===== src/rtl/spi_slave_port.sv =====
// -----------------------------------------------------------------------------
// spi_slave_port
//
// SPI mode-0 (CPOL=0, CPHA=0) slave port, fully synchronous to the system
// clock. The pin-level sclk, cs_n and mosi are brought into the clk domain
// through 2-flop synchronizers. sclk and cs_n get a third flop so their edges
// can be detected.
//
// Ports
//   clk         system clock, at least 4x the sclk frequency
//   rst_n       asynchronous active-low reset
//   sclk        SPI serial clock from the master (asynchronous)
//   cs_n        active-low chip select (asynchronous)
//   mosi        serial data from the master, MSB first
//   miso        serial data to the master, MSB first
//   miso_oe     enable for the external miso tri-state buffer
//   rx_data     last completely received word
//   rx_valid    one-clk pulse when rx_data has been updated
//   tx_data     next word to transmit
//   tx_valid    tx_data is available
//   tx_ready    tx_data is taken this cycle if tx_valid=1
//
// Optional feature (macro SPI_SLAVE_ERR_EN)
//   frame_err   one-clk pulse when a word is abandoned by cs_n rising mid-word
//   tx_underrun one-clk pulse when TX_IDLE is loaded because tx_valid was 0
// -----------------------------------------------------------------------------
module spi_slave_port #(
    parameter int unsigned           DATA_WIDTH = 8,
    parameter logic [DATA_WIDTH-1:0] TX_IDLE    = 8'hFF
) (
    input  logic                  clk,
    input  logic                  rst_n,
    input  logic                  sclk,
    input  logic                  cs_n,
    input  logic                  mosi,
    output logic                  miso,
    output logic                  miso_oe,
    output logic [DATA_WIDTH-1:0] rx_data,
    output logic                  rx_valid,
    input  logic [DATA_WIDTH-1:0] tx_data,
    input  logic                  tx_valid,
    output logic                  tx_ready
`ifdef SPI_SLAVE_ERR_EN
    ,
    output logic                  frame_err,
    output logic                  tx_underrun
`endif
);

    localparam int unsigned CNT_W = $clog2(DATA_WIDTH);
    localparam logic [CNT_W-1:0] LAST_BIT = CNT_W'(DATA_WIDTH - 1);
    localparam logic [CNT_W-1:0] CNT_ZERO = {CNT_W{1'b0}};
    localparam logic [DATA_WIDTH-1:0] WORD_ZERO = {DATA_WIDTH{1'b0}};

    typedef enum logic [1:0] {
        ST_IDLE  = 2'd0,
        ST_LOAD  = 2'd1,
        ST_SHIFT = 2'd2
    } state_t;

    // Synchronizer chains: bit 0 is the metastability flop, bit 1 the
    // synchronized value, bit 2 (sclk/cs_n only) the delayed copy for edges.
    logic [2:0]            sclk_sync_r;
    logic [2:0]            cs_sync_r;
    logic [1:0]            mosi_sync_r;
    logic [1:0]            sync_ok_r;
    logic                  armed_r;

    state_t                state_r;
    logic [CNT_W-1:0]      bit_cnt_r;
    logic [DATA_WIDTH-1:0] rx_shift_r;
    logic [DATA_WIDTH-1:0] tx_shift_r;
    logic [DATA_WIDTH-1:0] rx_data_r;
    logic                  rx_valid_r;
    logic                  tx_ready_r;
    logic                  miso_oe_r;
    logic                  word_done_r;
`ifdef SPI_SLAVE_ERR_EN
    logic                  frame_err_r;
    logic                  tx_underrun_r;
`endif

    logic                  sclk_rise_s;
    logic                  sclk_fall_s;
    logic                  cs_fall_s;
    logic                  cs_high_s;
    logic                  mosi_s;
    logic                  last_rise_s;
    logic [DATA_WIDTH-1:0] rx_shift_in_s;
    logic [DATA_WIDTH-1:0] tx_next_s;

    assign sclk_rise_s   = sclk_sync_r[1] & ~sclk_sync_r[2];
    assign sclk_fall_s   = ~sclk_sync_r[1] & sclk_sync_r[2];
    assign cs_fall_s     = ~cs_sync_r[1] & cs_sync_r[2];
    assign cs_high_s     = cs_sync_r[1];
    assign mosi_s        = mosi_sync_r[1];
    assign last_rise_s   = sclk_rise_s & (bit_cnt_r == LAST_BIT);
    assign rx_shift_in_s = {rx_shift_r[DATA_WIDTH-2:0], mosi_s};
    assign tx_next_s     = tx_valid ? tx_data : TX_IDLE;

    assign miso     = tx_shift_r[DATA_WIDTH-1];
    assign miso_oe  = miso_oe_r;
    assign rx_data  = rx_data_r;
    assign rx_valid = rx_valid_r;
    assign tx_ready = tx_ready_r;
`ifdef SPI_SLAVE_ERR_EN
    assign frame_err   = frame_err_r;
    assign tx_underrun = tx_underrun_r;
`endif

    // Input synchronizers plus a post-reset arming flag. The chains reset to
    // the idle levels, so a cs_n still held low by the master after reset
    // would look like a fresh falling edge; armed_r only sets once a real
    // (post-reset) high level of cs_n has reached the synchronized tap.
    always_ff @(posedge clk or negedge rst_n) begin
        if (!rst_n) begin
            sclk_sync_r <= 3'b000;
            cs_sync_r   <= 3'b111;
            mosi_sync_r <= 2'b00;
            sync_ok_r   <= 2'b00;
            armed_r     <= 1'b0;
        end else begin
            sclk_sync_r <= {sclk_sync_r[1:0], sclk};
            cs_sync_r   <= {cs_sync_r[1:0], cs_n};
            mosi_sync_r <= {mosi_sync_r[0], mosi};
            sync_ok_r   <= {sync_ok_r[0], 1'b1};
            if (sync_ok_r[1] && cs_sync_r[1]) begin
                armed_r <= 1'b1;
            end else begin
                armed_r <= armed_r;
            end
        end
    end

    // Transfer FSM with its shift registers, bit counter and registered outputs
    always_ff @(posedge clk or negedge rst_n) begin
        if (!rst_n) begin
            state_r     <= ST_IDLE;
            bit_cnt_r   <= CNT_ZERO;
            rx_shift_r  <= WORD_ZERO;
            tx_shift_r  <= WORD_ZERO;
            rx_data_r   <= WORD_ZERO;
            rx_valid_r  <= 1'b0;
            tx_ready_r  <= 1'b0;
            miso_oe_r   <= 1'b0;
            word_done_r <= 1'b0;
`ifdef SPI_SLAVE_ERR_EN
            frame_err_r   <= 1'b0;
            tx_underrun_r <= 1'b0;
`endif
        end else begin
            rx_valid_r  <= 1'b0;
            tx_ready_r  <= 1'b0;
            word_done_r <= 1'b0;
`ifdef SPI_SLAVE_ERR_EN
            frame_err_r   <= 1'b0;
            tx_underrun_r <= 1'b0;
`endif
            // Second stage of word completion: publish the word one clk after
            // the last bit was shifted in, independent of the FSM state so a
            // word finished together with deselect is still delivered.
            if (word_done_r) begin
                rx_data_r  <= rx_shift_r;
                rx_valid_r <= 1'b1;
            end else begin
                rx_data_r  <= rx_data_r;
            end

            case (state_r)
                ST_IDLE: begin
                    if (cs_fall_s && armed_r) begin
                        state_r    <= ST_LOAD;
                        tx_ready_r <= 1'b1;
                        miso_oe_r  <= 1'b1;
                    end else begin
                        state_r    <= ST_IDLE;
                    end
                end

                ST_LOAD: begin
                    state_r    <= ST_SHIFT;
                    bit_cnt_r  <= CNT_ZERO;
                    tx_shift_r <= tx_next_s;
`ifdef SPI_SLAVE_ERR_EN
                    tx_underrun_r <= ~tx_valid;
`endif
                end

                ST_SHIFT: begin
                    if (cs_high_s) begin
                        // Deselected. A final-bit rising edge seen in the same
                        // cycle still completes the word; anything else is a
                        // partial word and is dropped.
                        state_r    <= ST_IDLE;
                        miso_oe_r  <= 1'b0;
                        tx_shift_r <= WORD_ZERO;
                        bit_cnt_r  <= CNT_ZERO;
                        if (last_rise_s) begin
                            rx_shift_r  <= rx_shift_in_s;
                            word_done_r <= 1'b1;
                        end else begin
                            rx_shift_r  <= WORD_ZERO;
`ifdef SPI_SLAVE_ERR_EN
                            frame_err_r <= (bit_cnt_r != CNT_ZERO) | sclk_rise_s;
`endif
                        end
                    end else if (sclk_rise_s) begin
                        rx_shift_r <= rx_shift_in_s;
                        if (bit_cnt_r == LAST_BIT) begin
                            bit_cnt_r   <= CNT_ZERO;
                            word_done_r <= 1'b1;
                            tx_ready_r  <= 1'b1;
                        end else begin
                            bit_cnt_r   <= bit_cnt_r + CNT_W'(1);
                        end
                    end else if (tx_ready_r) begin
                        // Reload for a back-to-back word; lands before the
                        // trailing falling edge of the previous word's last bit.
                        tx_shift_r <= tx_next_s;
`ifdef SPI_SLAVE_ERR_EN
                        tx_underrun_r <= ~tx_valid;
`endif
                    end else if (sclk_fall_s && (bit_cnt_r != CNT_ZERO)) begin
                        // The falling edge right after a word's last bit (counter
                        // already wrapped to 0) must not shift, or the freshly
                        // loaded MSB would be lost.
                        tx_shift_r <= {tx_shift_r[DATA_WIDTH-2:0], 1'b0};
                    end else begin
                        state_r <= ST_SHIFT;
                    end
                end

                default: begin
                    state_r    <= ST_IDLE;
                    bit_cnt_r  <= CNT_ZERO;
                    rx_shift_r <= WORD_ZERO;
                    tx_shift_r <= WORD_ZERO;
                    miso_oe_r  <= 1'b0;
                end
            endcase
        end
    end

endmodule


===== config.mk =====
export PLATFORM = sky130hd
export DESIGN_NAME = spi_slave_port
export DESIGN_NICKNAME = d
export VERILOG_FILES = /design/src/rtl/spi_slave_port.sv
export SDC_FILE = /design/constraint.sdc
export NUM_CORES = 1
export LEC_CHECK = 0
export CAP_MARGIN = 40
export CORE_UTILIZATION = 30
export DETAILED_ROUTE_END_ITERATION = 8
export GPL_TIMING_DRIVEN = 0
export SETUP_SLACK_MARGIN = 0.15
export SLEW_MARGIN = 20
export SYNTH_ARGS = -nofsm -noshare
export SYNTH_HDL_FRONTEND = slang
export SYNTH_SLANG_ARGS = --single-unit

===== constraint.sdc =====
create_clock -name clk -period 2.65 [get_ports clk]
set_input_delay 0.53 -clock clk [delete_from_list [all_inputs] [get_ports clk]]
set_output_delay 0.53 -clock clk [all_outputs]
set_load 0.01 [all_outputs]

==> job_summary.md <==
### Metrics collected by this job

| Metric | Value |
|---|---|
| Reported leakage power | approximately 0.0011 µW |
| # diodes | 0 |
| Met2 demand-to-capacity share in global routing | 0.172 |
| Antenna-violating nets left | 0 |
| Number of setup buffers added after CTS | 0 |
| Busiest grt layer | met2 |
| Source of the critical timing path | tx_ready |
| Detailed-route wire length per cell | 12.3 µm |
| RePlAce Congestion | 0.763 |
| Standard-cell rows | 28 |
| Max Freq | 0.522 GHz |
| Maximum buffer depth of the clock tree | 2 |
| Finished layout cell area | 2370 µm² |
| Maximum number of pins on one net before global-route repair | 27 |
| Final number of hold-violating endpoints | 0 |
| TritonCTS clock tree | yes |
| Synthesized area divided by synthesized cell count | 13.4 µm² |
| Leading cell types by total area after synthesis | sky130_fd_sc_hd__dfrtp_1 (54%), sky130_fd_sc_hd__mux2_2 (11%), sky130_fd_sc_hd__ha_1 (4.6%) |
| Register-to-Register Path Depth | 6 |
| Clock Latency Late Sink | around 0.30 ns |
| Remaining routing DRC violations | 0 |
| Proportion of synthesized flip-flops having asynchronous set or reset | 1.00 |
| Sw frac | 0.255 |
| Port Buffer Count | 25 |
| Area of the die | about 6600 µm² |
| Worst hold margin | 0.166 ns |
| Cells after synthesis | 141 |
| WL met1 | approximately 1.4 mm |
| Worst-path cell with the longest stage delay | sky130_fd_sc_hd__clkdlybuf4s50_1 |
| Adders+Majority by Area | 0.0464 |
| Endpoint of the most critical setup path | tx_ready |
| Setup repair after global routing missed its margin | no |
| Overflow after GRT | 0 |
| Length of routed met2 wiring | 1.47 mm |
| Yosys stat cell total | 141 |
| Commonest non-fill, non-tap cells in the layout | sky130_fd_sc_hd__dfrtp_1 (41), sky130_fd_sc_hd__clkdlybuf4s50_1 (24), sky130_fd_sc_hd__mux2_2 (18) |
| Initial Util | 0.315 |
| Critical path endpoint category | primary output |
| Global routing met1 resource utilization | 0.137 |
| Root buf cell | sky130_fd_sc_hd__clkbuf_8 |
| Cell internal power dissipation | between 1000 and 1500 µW |
| HPWL after detailed placement | 2.21 mm |
| Total clock sinks | around 44 |
| Synth top cell by count | sky130_fd_sc_hd__dfrtp_1 |
| Count of synthesis-stage warnings from yosys | 0 |
| Fraction of synthesized cell area in xor and xnor cells | 0 |
| Simple share | 0.0948 |
| Shortest clock period the worst path allows after layout | 1.92 ns |
| Cells resized by post-CTS repair | 0 |
| Vias in the first global route | about 1.2k |
| Kind of critical path | flop to primary output |
| Worst slack at placement | approximately 0.80 ns |
| Sequential share of the synthesized area | 0.585 |
| FF-to-FF setup slack | roughly 0.8 ns |
| Number of antenna violations at the first check in global routing | 0 |
| Gr usage total | 0.111 |
| Vias/cell | around 4.6 |
| Hold crit path type | input port to async pin |
| Outcome | complete, no violations |
| Dpl cell area | between 2000 and 2500 µm² |
| TritonCTS Buffers | 5 |
| Clock share of power | 0.350 |
| Met3 Usage GRT | 0.0404 |
| Count of endpoints failing setup in the final report | 0 |
| Drt total wl | 3.06 mm |
| Count of TritonRoute iterations in the first routing pass | 4 |
| Reg-to-reg startpoint | state_r[0] |
| Total number of vias | 1157 |
| Flops & latches, synth | roughly 44 |
[sequential cells by signal, summed over array words and instances, names as in the netlist]
name / count
state_r: 2
rx_data: 8
word_done_r: 1
mosi_sync_r: 2
tx_ready: 1
cs_sync_r: 3
miso_oe: 1
sclk_sync_r: 3
rx_valid: 1
bit_cnt_r: 3
tx_shift_r: 8
rx_shift_r: 8
sync_ok_r: 2
armed_r: 1
[through the flow]
step,utilization,setup TNS [ns],cells
finish,0.395,0,250
global route,0.395,0,250
CTS,0.395,0,250
detailed placement,0.375,0,242
global placement,0.373,-7.25,241
floorplan,-,0,141
[layout make-up]
class,instances,area [µm²]
fillers,587,3620
flip-flops and latches,44,1100
multi-input cells,88,742
repair buffers,26,265
well taps,75,93.8
clock buffers,6,82.6
clock inverters,2,38.8
inverters,6,22.5
plain buffers,3,18.8
Figure 1. PDN straps and rails.
Pins as bars on the die edge.
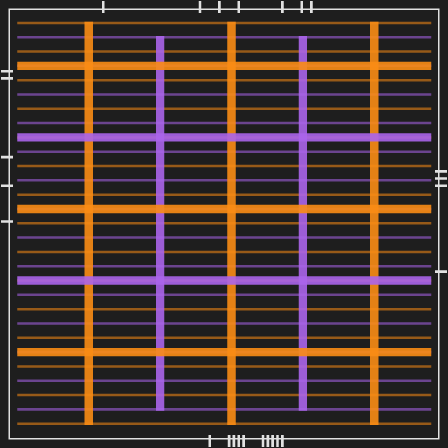
VDD: in purple. VSS: in orange.
5 straps on met4. The core has 28 rows. 5 straps on met5. 26 signal pins sit on the boundary. 29 met1 rails follow the rows.
die boundary height: 81.3 µm
maximum vdd drop: 0.000308 V
die width: 81.3 µm

Figure 2. Gate families picked out.
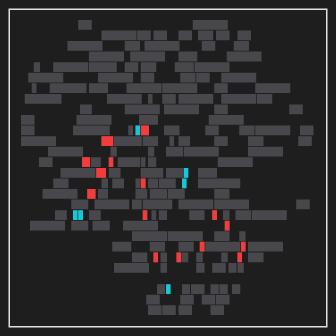
inverters: in cyan, cells 6, most used inv_1. NAND gates: in red, cells 15, most used nand2_1.
post-route insts no fill: 250
Comb area share: 0.313
Commonest Layout Cell: sky130_fd_sc_hd__dfrtp_1

Figure 3. Sequential cells colored by netlist name.
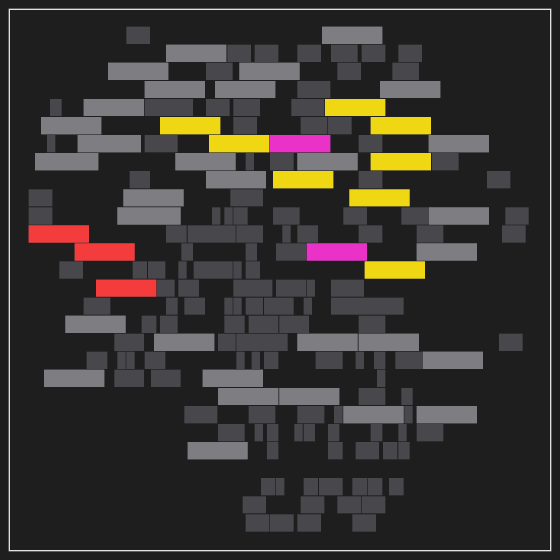
`rx_shift_r`: in yellow, placed flops 8. `state_r`: in magenta, placed flops 2. `sclk_sync_r`: in red, placed flops 3.
Another 31 sequential cells are not colored.
power consumed by sequential cells: 746 µW
flop share of the area: 0.466
Core Util, Final: 0.395

Power is estimated from default activity; no workload was simulated.
